[src/rtl/hazard_ctrl.sv]
// Hazard controller for the 5-stage core: shadow ID/EX, EX/MEM and MEM/WB fields for forwarding,
// load-use / flag stalls, branch flush, memory-busy freeze and saturating hazard counters.
module hazard_ctrl (
    input  logic        clk,
    input  logic        rst,
    input  logic [3:0]  ID_Rs,
    input  logic [3:0]  ID_Rt,
    input  logic [3:0]  ID_Rd,
    input  logic        ID_UsesRs,
    input  logic        ID_UsesRt,
    input  logic        ID_RegWrite,
    input  logic        ID_MemRead,
    input  logic        ID_MemWrite,
    input  logic        ID_MemToReg,
    input  logic        ID_SetsFlags,
    input  logic        ID_IsBranch,
    input  logic        ID_BranchTaken,
    input  logic        Mem_Busy,
    output logic        PC_Stall,
    output logic        IFID_Stall,
    output logic        IFID_Flush,
    output logic        IDEX_Bubble,
    output logic        Freeze,
    output logic [3:0]  IDEX_Rs,
    output logic [3:0]  IDEX_Rt,
    output logic [3:0]  IDEX_Rd,
    output logic        IDEX_RegWrite,
    output logic        IDEX_MemRead,
    output logic        IDEX_SetsFlags,
    output logic [3:0]  EXMem_Rd,
    output logic [3:0]  EXMem_Rt,
    output logic        EXMem_RegWrite,
    output logic        EXMem_MemWrite,
    output logic [3:0]  MemWB_Rd,
    output logic        MemWB_RegWrite,
    output logic        MemWB_MemToReg,
    output logic [15:0] Stall_Cnt,
    output logic [15:0] Freeze_Cnt
);

    logic [3:0]  idex_rs_q, idex_rs_d, idex_rt_q, idex_rt_d, idex_rd_q, idex_rd_d;
    logic        idex_rw_q, idex_rw_d, idex_mr_q, idex_mr_d;
    logic        idex_mw_q, idex_mw_d, idex_sf_q, idex_sf_d;
    logic [3:0]  exm_rd_q, exm_rd_d, exm_rt_q, exm_rt_d;
    logic        exm_rw_q, exm_rw_d, exm_mw_q, exm_mw_d, exm_mr_q, exm_mr_d;
    logic [3:0]  mwb_rd_q, mwb_rd_d;
    logic        mwb_rw_q, mwb_rw_d, mwb_mtr_q, mwb_mtr_d;
    logic [15:0] stall_cnt_q, stall_cnt_d, freeze_cnt_q, freeze_cnt_d;
    logic        load_use, flag_haz, freeze, stall;

    // Write-back select is derived from MemRead as it travels down the pipe.
    logic unused_memtoreg;
    assign unused_memtoreg = ID_MemToReg;

    function automatic logic [15:0] sat_inc(input logic [15:0] v);
        return (v == 16'hFFFF) ? v : v + 16'd1;
    endfunction

    always_comb begin
        load_use = idex_mr_q && (idex_rd_q != 4'd0) &&
                   ((ID_UsesRs && (idex_rd_q == ID_Rs)) ||
                    (ID_UsesRt && (idex_rd_q == ID_Rt) && !ID_MemWrite));
        flag_haz = ID_IsBranch && idex_sf_q;
        freeze   = Mem_Busy;
        stall    = !freeze && (load_use || flag_haz);

        Freeze      = freeze;
        PC_Stall    = freeze || stall;
        IFID_Stall  = freeze || stall;
        IDEX_Bubble = stall;
        IFID_Flush  = !freeze && !stall && ID_BranchTaken;
    end

    always_comb begin
        idex_rs_d = idex_rs_q;  idex_rt_d = idex_rt_q;  idex_rd_d = idex_rd_q;
        idex_rw_d = idex_rw_q;  idex_mr_d = idex_mr_q;
        idex_mw_d = idex_mw_q;  idex_sf_d = idex_sf_q;
        exm_rd_d  = exm_rd_q;   exm_rt_d  = exm_rt_q;
        exm_rw_d  = exm_rw_q;   exm_mw_d  = exm_mw_q;   exm_mr_d = exm_mr_q;
        mwb_rd_d  = mwb_rd_q;   mwb_rw_d  = mwb_rw_q;   mwb_mtr_d = mwb_mtr_q;
        stall_cnt_d  = stall_cnt_q;
        freeze_cnt_d = freeze_cnt_q;

        if (freeze) begin
            freeze_cnt_d = sat_inc(freeze_cnt_q);
        end else begin
            if (stall) begin
                stall_cnt_d = sat_inc(stall_cnt_q);
                idex_rs_d = 4'd0;  idex_rt_d = 4'd0;  idex_rd_d = 4'd0;
                idex_rw_d = 1'b0;  idex_mr_d = 1'b0;
                idex_mw_d = 1'b0;  idex_sf_d = 1'b0;
            end else begin
                idex_rs_d = ID_Rs;        idex_rt_d = ID_Rt;        idex_rd_d = ID_Rd;
                idex_rw_d = ID_RegWrite;  idex_mr_d = ID_MemRead;
                idex_mw_d = ID_MemWrite;  idex_sf_d = ID_SetsFlags;
            end
            exm_rd_d  = idex_rd_q;  exm_rt_d = idex_rt_q;
            exm_rw_d  = idex_rw_q;  exm_mw_d = idex_mw_q;  exm_mr_d = idex_mr_q;
            mwb_rd_d  = exm_rd_q;   mwb_rw_d = exm_rw_q;   mwb_mtr_d = exm_mr_q;
        end
    end

    always_ff @(posedge clk) begin
        if (rst) begin
            idex_rs_q <= 4'd0;  idex_rt_q <= 4'd0;  idex_rd_q <= 4'd0;
            idex_rw_q <= 1'b0;  idex_mr_q <= 1'b0;  idex_mw_q <= 1'b0;  idex_sf_q <= 1'b0;
            exm_rd_q  <= 4'd0;  exm_rt_q  <= 4'd0;
            exm_rw_q  <= 1'b0;  exm_mw_q  <= 1'b0;  exm_mr_q  <= 1'b0;
            mwb_rd_q  <= 4'd0;  mwb_rw_q  <= 1'b0;  mwb_mtr_q <= 1'b0;
            stall_cnt_q  <= 16'd0;
            freeze_cnt_q <= 16'd0;
        end else begin
            idex_rs_q <= idex_rs_d;  idex_rt_q <= idex_rt_d;  idex_rd_q <= idex_rd_d;
            idex_rw_q <= idex_rw_d;  idex_mr_q <= idex_mr_d;
            idex_mw_q <= idex_mw_d;  idex_sf_q <= idex_sf_d;
            exm_rd_q  <= exm_rd_d;   exm_rt_q  <= exm_rt_d;
            exm_rw_q  <= exm_rw_d;   exm_mw_q  <= exm_mw_d;   exm_mr_q <= exm_mr_d;
            mwb_rd_q  <= mwb_rd_d;   mwb_rw_q  <= mwb_rw_d;   mwb_mtr_q <= mwb_mtr_d;
            stall_cnt_q  <= stall_cnt_d;
            freeze_cnt_q <= freeze_cnt_d;
        end
    end

    assign IDEX_Rs        = idex_rs_q;
    assign IDEX_Rt        = idex_rt_q;
    assign IDEX_Rd        = idex_rd_q;
    assign IDEX_RegWrite  = idex_rw_q;
    assign IDEX_MemRead   = idex_mr_q;
    assign IDEX_SetsFlags = idex_sf_q;
    assign EXMem_Rd       = exm_rd_q;
    assign EXMem_Rt       = exm_rt_q;
    assign EXMem_RegWrite = exm_rw_q;
    assign EXMem_MemWrite = exm_mw_q;
    assign MemWB_Rd       = mwb_rd_q;
    assign MemWB_RegWrite = mwb_rw_q;
    assign MemWB_MemToReg = mwb_mtr_q;
    assign Stall_Cnt      = stall_cnt_q;
    assign Freeze_Cnt     = freeze_cnt_q;

endmodule

[config.mk]
export PLATFORM = sky130hd
export DESIGN_NAME = hazard_ctrl
export DESIGN_NICKNAME = d
export VERILOG_FILES = /design/src/rtl/hazard_ctrl.sv
export SDC_FILE = /design/constraint.sdc
export NUM_CORES = 1
export LEC_CHECK = 0
export ABC_AREA = 1
export CORE_MARGIN = 2
export CORE_UTILIZATION = 44
export CTS_BUF_LIST = sky130_fd_sc_hd__clkbuf_16
export DETAILED_ROUTE_END_ITERATION = 10
export PLACE_DENSITY = 0.87
export SYNTH_ARGS = -nofsm -noshare
export SYNTH_HDL_FRONTEND = slang
export SYNTH_SLANG_ARGS = --single-unit
[constraint.sdc]
create_clock -name clk -period 1.5 [get_ports clk]
set_input_delay 0.3 -clock clk [delete_from_list [all_inputs] [get_ports clk]]
set_output_delay 0.3 -clock clk [all_outputs]
set_load 0.01 [all_outputs]
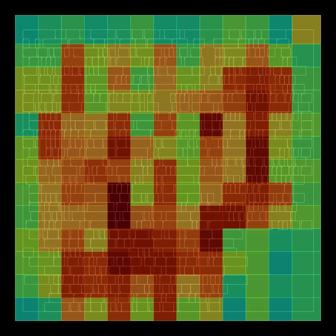
*Congestion heat map*
met2 usage: 0.488
utilization after layout: 0.753

==> git commit body <==
Store results of the implementation flow

- Run status: complete, but fails checks
- Violations in the final reports: setup timing
- Static power due to leakage: 2.76 nW
- Number of DRC markers in iteration 0: 205
- Tot Pwr: 4.51 mW
- Vias: 4147
* Endpoint of the lowest-slack register-to-register path: Freeze_Cnt[7]
* Grt total ovfl: 0
* Max-capacitance violation count: 0
- The clock drives 65 sinks.
- Crit path max-delay family: simple AND/OR/NAND/NOR gates
* Ys Warns: 0
- 92 I/O pins were placed.
- Pre-CTS worst setup slack: -0.886 ns
* FF+latch count, synth: 65
* Post-layout worst setup margin: -0.363 ns
- Clock tree from TritonCTS: built
* Critical-path maximum fanout: 6
* CTS clk-pin slew, worst paths: 0.06 ns
- Deepest level of the CTS H-tree: 3
- Reg-to-Reg Start: Freeze_Cnt[1]
* Final Hold Violation Tally: 0
* Number of buffers inserted during clock tree synthesis: 9
* Pre-Place Util: 0.458
* Post-CTS resize count: 119
- Hold EP: IDEX_Rs[2]
* Non-filler cells in the finished layout: 763
* Most frequent logic cell in the layout: sky130_fd_sc_hd__nand2_1
* Max Freq: 537 MHz
- Per the Yosys statistics, synthesis produced 510 cells.
* # setup viols final: 45
- Buffers added to address setup during post-CTS repair amount to 17.
* Cell-by-cell trace of the critical path: inv_4 > nand2_2 > nand2_2 > nor2_1 > nand3_1 > nand2_1 > nand2_2 > nand2_4 > nor2_8 > inv_6 > nor2_4 > buf_6
* Worst Path Class, Setup: flop to output port
* Number of standard-cell rows in the floorplan: 31
* Share of the yosys chip area belonging to registers: 0.387
- Dividing the synthesized area by the synthesized cell count gives 6.59 sq um.
- Slew Viols, Final: 0
- Flop-to-flop setup slack: -0.26 ns
* Detailed placer's ending HPWL: 6950 um
- Clock buffer depth: 2
* Worst path max stage delay: 0.40 ns
* Critical Path Start Type: flop
- Per the placement report, the placed cell count is 725.
- Per the placement log, port buffering inserted 90 buffers.
- According to the timing report, the arrival time at the worst endpoint equals 1.56 ns.
- Endpoint of the most critical setup path: IFID_Flush
- Critical path endpoint category: output port
- The finished design was reported to have a net count of 685.
- Global-route wire length before repair: 18400 um
* Via count of the first global-routing pass: 3982
* Asr flop ratio synth: 0
* Core region area: 0.00733 sq mm
- The placement summary gives the final routability congestion estimate as 0.926.
* Global-route usage over all layers: 0.273
- VDD IR-drop max: 645 uV
- Looking at hold timing, the worst path starts from ID_Rs[2].
* Depth of the critical timing path with buffers and inverters included: 12
- Antenna Nets Post-Route: 0
- OpenROAD warning count: 30
- The timing report shows the most common cell along the critical path to be sky130_fd_sc_hd__nand2_2.
* Antenna violations before repair: 0
* Detailed Route WL: 12500 um
- Count of hold-fix buffers inserted at cts: 0
* Data required time at the worst endpoint: 1.20 ns
- Area of the synthesized netlist per yosys stat: 0.00336 sq mm
* Final critical delay including setup and external delays: 1.86 ns
- Per the STA report, the cell with the highest stage delay on the worst path is sky130_fd_sc_hd__dfxtp_4.
- The slew check shows that the tightest pin keeps a relative margin of 0.731.
- Ranking logic cells in the layout by count gives the top entries 123 x sky130_fd_sc_hd__nand2_1, 70 x sky130_fd_sc_hd__nor2_1, 66 x sky130_fd_sc_hd__dlygate4sd2_1.
* Transition time at the pin with the least slew margin: 0.400 ns
- Top flip-flop cell by instance count after synthesis: sky130_fd_sc_hd__dfxtp_1
* Hold path cells: 3
* Post-layout period usage of the worst path: 1.24
- The die is 91.4 um tall.
- Setup repair after global routing could not meet its margin everywhere.
- Die Size: 0.00835 sq mm
* Flip-flops with a built-in enable: 0
- Average routed wire per standard cell: 16.4 um
- Detailed-route vias per instance: 5.44
- Compared with the post-synthesis result, the final layout area differs by 64.2%.
- Counting distinct cell types in the post-synthesis netlist gives 29.
* Type of the tightest min-delay check: input pin to flop
* CP startpoint: IDEX_Rd[1]
- The floorplan step set the die width to 91.4 um.
* Mapped Area: 0.00336 sq mm
* Bufs and invs on worst path: 3
- Entering global routing, the biggest net connects 38 pins.
* Power per unit of standard cell area: 817 mW/mm^2
- 1st-pass router iterations: 6
- The root buffer cell chosen for the clock tree is sky130_fd_sc_hd__clkbuf_16.
* Global-route track usage on met3: 0.0606
- Synthesis produced a netlist with a net count of 536.
- In the final layout, the share of cells above drive strength 1 is 0.262.
- Gate Count Post-Synth: 510
- Worst r2r path cells: 10
* Met1 usage: 0.295
- The repair_antennas step left the layout with diodes totalling 0.
- # DRC: 0
* Layer with the highest usage after global routing: met2
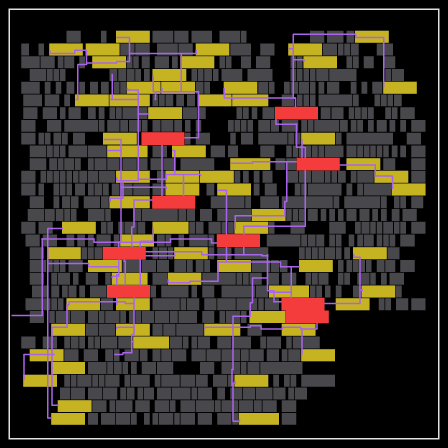
*Clock network drawn from the DEF*
Key: red = clock drivers [count 9]; yellow = flip-flops [count 65]; purple = clock wires [length 911 um]
Position of the flops: all over the die.
power drawn by the clock network: 2.05 mW
clock skew after layout: 0.00885 ns
clk_lat worst skew: 0.33 ns
Clock power frac: 0.454

-- per-stage QoR --
step           hold WS, ns  area (sq um)  TNS [ns]  utilization
4_1_cts              0.397          5300     -5.38        0.723
5_1_grt              0.424          5520    -11.37        0.753
3_3_place_gp         0.448          4740    -22.45        0.647
6_report             0.408          5520     -6.85        0.753
3_5_place_dp         0.454          4740    -25.99        0.647
2_1_floorplan        0.433          3440    -0.112            -
-- metal layers --
metal	vias up	share of wire
met5	-	0
li1	1892	-
met3	68	0.082
met2	266	0.52
met4	0	0.047
met1	1921	0.35
-- synth_stat cells, types with 3 or more instances --
| library cell | n | area share |
|---|---|---|
| sky130_fd_sc_hd__dfxtp_1 | 65 | 0.39 |
| sky130_fd_sc_hd__o21ai_0 | 20 | 0.030 |
| sky130_fd_sc_hd__a21oi_1 | 37 | 0.055 |
| sky130_fd_sc_hd__nor3_1 | 7 | 0.010 |
| sky130_fd_sc_hd__nand2_1 | 141 | 0.16 |
| sky130_fd_sc_hd__inv_1 | 65 | 0.073 |
| sky130_fd_sc_hd__buf_2 | 3 | 0.0045 |
| sky130_fd_sc_hd__nor2_1 | 73 | 0.082 |
| sky130_fd_sc_hd__buf_6 | 5 | 0.017 |
| sky130_fd_sc_hd__buf_4 | 3 | 0.0067 |
| sky130_fd_sc_hd__nand4_1 | 17 | 0.032 |
| sky130_fd_sc_hd__clkbuf_1 | 12 | 0.013 |
| sky130_fd_sc_hd__nand3_1 | 25 | 0.037 |
| sky130_fd_sc_hd__xnor2_1 | 3 | 0.0078 |
| sky130_fd_sc_hd__xor2_1 | 11 | 0.029 |
| sky130_fd_sc_hd__inv_2 | 4 | 0.0045 |
-- kinds of logic (layout without fill, tap and decap cells) --
kind of cell / after synthesis / in the layout / synth area share
and+or+nand+nor: 277 / 277 / 0.362
buffers and inverters: 94 / 248 / 0.121
DFF: 65 / 65 / 0.387
AOI/OAI and AO/OA: 58 / 58 / 0.0864
xor gates and xnor gates: 14 / 14 / 0.0365
adders and majority gates: 2 / 2 / 0.00745
-- sequential cells by signal, indices dropped and copies added, names as in the netlist --
signal	cells
EXMem_MemWrite	1
EXMem_Rd	4
EXMem_RegWrite	1
EXMem_Rt	4
Freeze_Cnt	16
IDEX_MemRead	1
IDEX_Rd	4
IDEX_RegWrite	1
IDEX_Rs	4
IDEX_Rt	4
IDEX_SetsFlags	1
MemWB_MemToReg	1
MemWB_Rd	4
MemWB_RegWrite	1
Stall_Cnt	16
exm_mr_q	1
idex_mw_q	1
-- tightest hold or removal path, stage by stage --
cell                            delay, ns
sky130_fd_sc_hd__dlygate4sd2_1       0.26
sky130_fd_sc_hd__nand2_1             0.08
sky130_fd_sc_hd__a21oi_1             0.05
-- final cells by class --
cell class	instances	area [sq um]
multi-input combinational	351	1950
fill	495	1810
timing repair buffer	160	1520
sequential	65	1330
inverter	71	293
clock buffer	9	225
tap	99	124
clock inverter	7	62.6
timing repair inverter	1	11.3
-- power by group --
group	total, mW	internal [mW]	leakage, nW	switching, mW
Sequential	1.84	1.78	0.537	0.0514
Clock	2.05	1.27	0.140	0.778
Combinational	0.625	0.295	2.08	0.330
Power is estimated from default activity; no workload was simulated.
